$ cat config.mk
export PLATFORM = sky130hd
export DESIGN_NAME = fc_neuron_scheduler
export DESIGN_NICKNAME = d
export VERILOG_FILES = /design/src/rtl/fc_pkg.sv /design/src/rtl/fc_mac.sv /design/src/rtl/fc_neuron_scheduler.sv
export SDC_FILE = /design/constraint.sdc
export NUM_CORES = 1
export LEC_CHECK = 0
export CORE_MARGIN = 2
export CORE_UTILIZATION = 45
export DETAILED_ROUTE_END_ITERATION = 12
export MAX_ROUTING_LAYER = met4
export PLACE_DENSITY_LB_ADDON = 0.12
export SLEW_MARGIN = 20
export SYNTH_ARGS = -nofsm -noshare
export SYNTH_HDL_FRONTEND = slang
export SYNTH_SLANG_ARGS = --single-unit
$ cat constraint.sdc
create_clock -name clk -period 20.3 [get_ports clk]
set_clock_uncertainty 0.1 [all_clocks]
set_input_delay 3.045 -clock clk [delete_from_list [all_inputs] [get_ports clk]]
set_output_delay 3.045 -clock clk [all_outputs]
set_load 0.03 [all_outputs]
$ cat src/rtl/fc_pkg.sv
// Shared definitions for the fully-connected neuron scheduler.
//   fc_state_t  : scheduler FSM encoding (exported on the debug port fsm_state)
//   fc_sat_max  : largest positive value of a signed w-bit result, 2^(w-1)-1,
//                 the clamp applied by the activation step
package fc_pkg;

  localparam int FC_STATE_W = 3;

  typedef enum logic [FC_STATE_W-1:0] {
    ST_IDLE  = 3'd0,
    ST_FETCH = 3'd1,
    ST_DRAIN = 3'd2,
    ST_ACT   = 3'd3,
    ST_OUT   = 3'd4,
    ST_FIN   = 3'd5
  } fc_state_t;

  // Saturation ceiling for a signed result of width w.
  function automatic longint fc_sat_max(input int w);
    return (longint'(1) <<< (w - 1)) - longint'(1);
  endfunction

endpackage

$ cat src/rtl/fc_mac.sv
// Signed multiply-accumulate shared by every neuron of the layer.
// Ports:
//   clk, reset : clock, synchronous active-high reset
//   clear      : zero the accumulator (takes priority over en)
//   en         : add the full-precision product a*b this cycle
//   a, b       : signed W-bit operands
//   acc        : signed ACC_WIDTH-bit running sum
module fc_mac
  import fc_pkg::*;
#(
  parameter int W         = 8,
  parameter int ACC_WIDTH = 2 * W + 9
) (
  input  logic                 clk,
  input  logic                 reset,
  input  logic                 clear,
  input  logic                 en,
  input  logic [W-1:0]         a,
  input  logic [W-1:0]         b,
  output logic [ACC_WIDTH-1:0] acc
);

  logic signed [2*W-1:0]       product;
  logic signed [ACC_WIDTH-1:0] product_ext;

  // Full 2W-bit signed product, sign-extended so the sum never truncates.
  assign product     = $signed(a) * $signed(b);
  assign product_ext = {{(ACC_WIDTH - 2 * W){product[2*W-1]}}, product};

  always_ff @(posedge clk) begin
    if (reset || clear) begin
      acc <= '0;
    end else if (en) begin
      acc <= acc + product_ext;
    end
  end

endmodule

$ cat src/rtl/fc_neuron_scheduler.sv
// Sequences one fully-connected layer: for each neuron it streams IN_SIZE
// input/weight pairs from memory through a single time-shared MAC, adds the
// neuron's bias, applies a clamped ReLU, and presents the result on a
// valid/ready output.
// Ports:
//   clk, reset        : clock, synchronous active-high reset
//   start             : begin a layer (only looked at in IDLE)
//   busy              : high in every state except IDLE
//   done              : one-cycle pulse after the last neuron's result is taken
//   rd_en             : memory read strobe; in_data/w_data valid one cycle later
//   in_addr, w_addr   : input element index and weight index n*IN_SIZE+k
//   in_data, w_data   : signed read data
//   biases_flat       : bias of neuron n at bits [n*W +: W]
//   out_valid/ready   : result handshake, out_idx = neuron, out_data = result
//   fsm_state         : current scheduler state (debug visibility)
//
// Output handshake: a result transfers on a rising clk edge where
// out_valid && out_ready. Once out_valid rises it stays high, and out_idx /
// out_data stay unchanged, until that transfer; out_valid never depends
// combinationally on out_ready.
module fc_neuron_scheduler
  import fc_pkg::*;
#(
  parameter int IN_SIZE   = 256,
  parameter int OUT_SIZE  = 8,
  parameter int W         = 8,
  parameter int ACC_WIDTH = 2 * W + $clog2(IN_SIZE) + 1,
  localparam int K_W      = (IN_SIZE > 1) ? $clog2(IN_SIZE) : 1,
  localparam int A_W      = (OUT_SIZE * IN_SIZE > 1) ? $clog2(OUT_SIZE * IN_SIZE) : 1,
  localparam int N_W      = (OUT_SIZE > 1) ? $clog2(OUT_SIZE) : 1
) (
  input  logic                  clk,
  input  logic                  reset,
  input  logic                  start,
  output logic                  busy,
  output logic                  done,
  output logic                  rd_en,
  output logic [K_W-1:0]        in_addr,
  output logic [A_W-1:0]        w_addr,
  input  logic [W-1:0]          in_data,
  input  logic [W-1:0]          w_data,
  input  logic [W*OUT_SIZE-1:0] biases_flat,
  output logic                  out_valid,
  input  logic                  out_ready,
  output logic [N_W-1:0]        out_idx,
  output logic [W-1:0]          out_data,
  output logic [FC_STATE_W-1:0] fsm_state
);

  localparam logic [K_W-1:0] K_LAST = K_W'(IN_SIZE - 1);
  localparam logic [N_W-1:0] N_LAST = N_W'(OUT_SIZE - 1);
  localparam logic signed [ACC_WIDTH-1:0] SAT_ACC = ACC_WIDTH'(fc_sat_max(W));

  fc_state_t                   state;
  logic [K_W-1:0]              k;
  logic [N_W-1:0]              n;
  logic                        rd_q;
  logic                        mac_clear;
  logic [ACC_WIDTH-1:0]        acc;
  logic [W-1:0]                bias_n;
  logic signed [ACC_WIDTH-1:0] sum;
  logic [W-1:0]                act_result;

  assign in_addr   = k;
  assign fsm_state = state;

  // Read data lands one cycle after each strobe, so the MAC enable is the
  // strobe delayed by a cycle; DRAIN exists to absorb the last product.
  always_ff @(posedge clk) begin
    if (reset) begin
      rd_q <= 1'b0;
    end else begin
      rd_q <= rd_en;
    end
  end

  // The accumulator is zeroed on the same edge a neuron's FETCH begins.
  assign mac_clear = ((state == ST_IDLE) && start) ||
                     ((state == ST_OUT) && out_ready && (n != N_LAST));

  fc_mac #(
    .W        (W),
    .ACC_WIDTH(ACC_WIDTH)
  ) u_mac (
    .clk  (clk),
    .reset(reset),
    .clear(mac_clear),
    .en   (rd_q),
    .a    (in_data),
    .b    (w_data),
    .acc  (acc)
  );

  // Bias add and clamped ReLU: non-positive -> 0, above the signed ceiling
  // -> ceiling, otherwise the low W bits (already known to fit).
  assign bias_n = biases_flat[n*W +: W];
  assign sum    = $signed(acc) + $signed({{(ACC_WIDTH - W){bias_n[W-1]}}, bias_n});

  always_comb begin
    act_result = '0;
    if (sum <= 0) begin
      act_result = '0;
    end else if (sum > SAT_ACC) begin
      act_result = SAT_ACC[W-1:0];
    end else begin
      act_result = sum[W-1:0];
    end
  end

  always_ff @(posedge clk) begin
    if (reset) begin
      state     <= ST_IDLE;
      k         <= '0;
      n         <= '0;
      w_addr    <= '0;
      rd_en     <= 1'b0;
      busy      <= 1'b0;
      done      <= 1'b0;
      out_valid <= 1'b0;
      out_idx   <= '0;
      out_data  <= '0;
    end else begin
      case (state)
        ST_IDLE: begin
          if (start) begin
            state  <= ST_FETCH;
            busy   <= 1'b1;
            rd_en  <= 1'b1;
            k      <= '0;
            n      <= '0;
            w_addr <= '0;
          end
        end

        ST_FETCH: begin
          if (k == K_LAST) begin
            rd_en <= 1'b0;
            state <= ST_DRAIN;
          end else begin
            k      <= k + 1'b1;
            w_addr <= w_addr + 1'b1;
          end
        end

        ST_DRAIN: begin
          state <= ST_ACT;
        end

        ST_ACT: begin
          out_data  <= act_result;
          out_idx   <= n;
          out_valid <= 1'b1;
          state     <= ST_OUT;
        end

        ST_OUT: begin
          if (out_ready) begin
            out_valid <= 1'b0;
            if (n == N_LAST) begin
              done  <= 1'b1;
              state <= ST_FIN;
            end else begin
              // w_addr sits on the previous neuron's last weight, so +1 is
              // exactly (n+1)*IN_SIZE.
              n      <= n + 1'b1;
              k      <= '0;
              w_addr <= w_addr + 1'b1;
              rd_en  <= 1'b1;
              state  <= ST_FETCH;
            end
          end
        end

        ST_FIN: begin
          done  <= 1'b0;
          busy  <= 1'b0;
          state <= ST_IDLE;
        end

        default: begin
          state <= ST_IDLE;
        end
      endcase
    end
  end

endmodule

==> impl_metrics.env <==
# source this file to load flow results
export IMPL_cts_made_buffers=9
export IMPL_p_seq_share_pct=13.2
export IMPL_worst_setup_path_start_kind="primary input"
export IMPL_area_leaders="dfxtp_1 (16%), fa_1 (14%), ha_1 (13%)"
export IMPL_dpl_hpwl_mm=16.3
export IMPL_busiest_layer="met2"
export IMPL_grt_first_pass_wirelength_mm=33.6
export IMPL_pre_cts_slack_ns=10.51
export IMPL_area_growth_pct=20.7
export IMPL_power_frac_comb_pct=74.0
export IMPL_numSynthFlops=66
export IMPL_buffers_excl_clock=125
export IMPL_clock_buffers=9
export IMPL_slew_violations=0
export IMPL_status="finished, final reports clean"
export IMPL_cpPeakStageDelay_ns=0.67
export IMPL_grt_usage_pct=21.6
export IMPL_grt_overflow=0
export IMPL_top_area_cell="dfxtp_1"
export IMPL_rr_startpoint="n[1]"
export IMPL_yosysSeqAreaShare_pct=16.1
export IMPL_port_buffers=120
export IMPL_r2r_cells=13
export IMPL_crit_start="w_data[7]"
export IMPL_post_cts_buffers=0
export IMPL_dieArea_um2=19300
export IMPL_crit_path_end_kind="register"
export IMPL_rrSetupSlack_ns=15.14
export IMPL_route_met3_wl_um=754
export IMPL_grt_start_max_net_pins=34
export IMPL_ys_sh_xor_pct=6.53
export IMPL_fin_ws_ns=10.83
export IMPL_grtUsageMet1_pct=30.1
export IMPL_finalCritPeriodShare_pct=46.7
export IMPL_critPathMaxFanout=16
export IMPL_netlist_logic_family_top="adder cells"
export IMPL_peakVddDrop_mv=0.135
export IMPL_drv_cap=0
export IMPL_holdCritStartpoint="out_idx[2]"
export IMPL_grt_setup_unrepaired="no"
export IMPL_cp_data_required_time_ns=20.43
Where the registers sit:
(2 px per um)
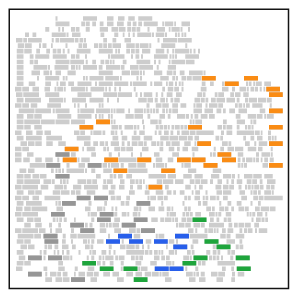
signal	colour	sequential cells
u_mac.acc	orange	25
w_addr	green	11
in_addr	blue	8
post-layout util: 55.2%
Seq group: 0.151 mW
Flop area: 1320 um2
register fraction of the total cell area: 13.4%

Clock wires, drivers and flops:
(3 px per um)
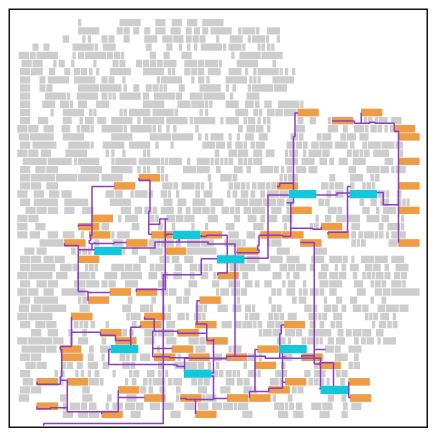
[flip-flops] orange | count: 66
[clock wires] purple | length: 1150 um
[clock drivers] cyan | count: 9
routed clock nets	10
Clock group: 0.146 mW
worst skew pair latency: 0.35 ns
Clk pwr share: 12.8%

Power figures rest on the tool's default switching activity, not on a simulated workload.
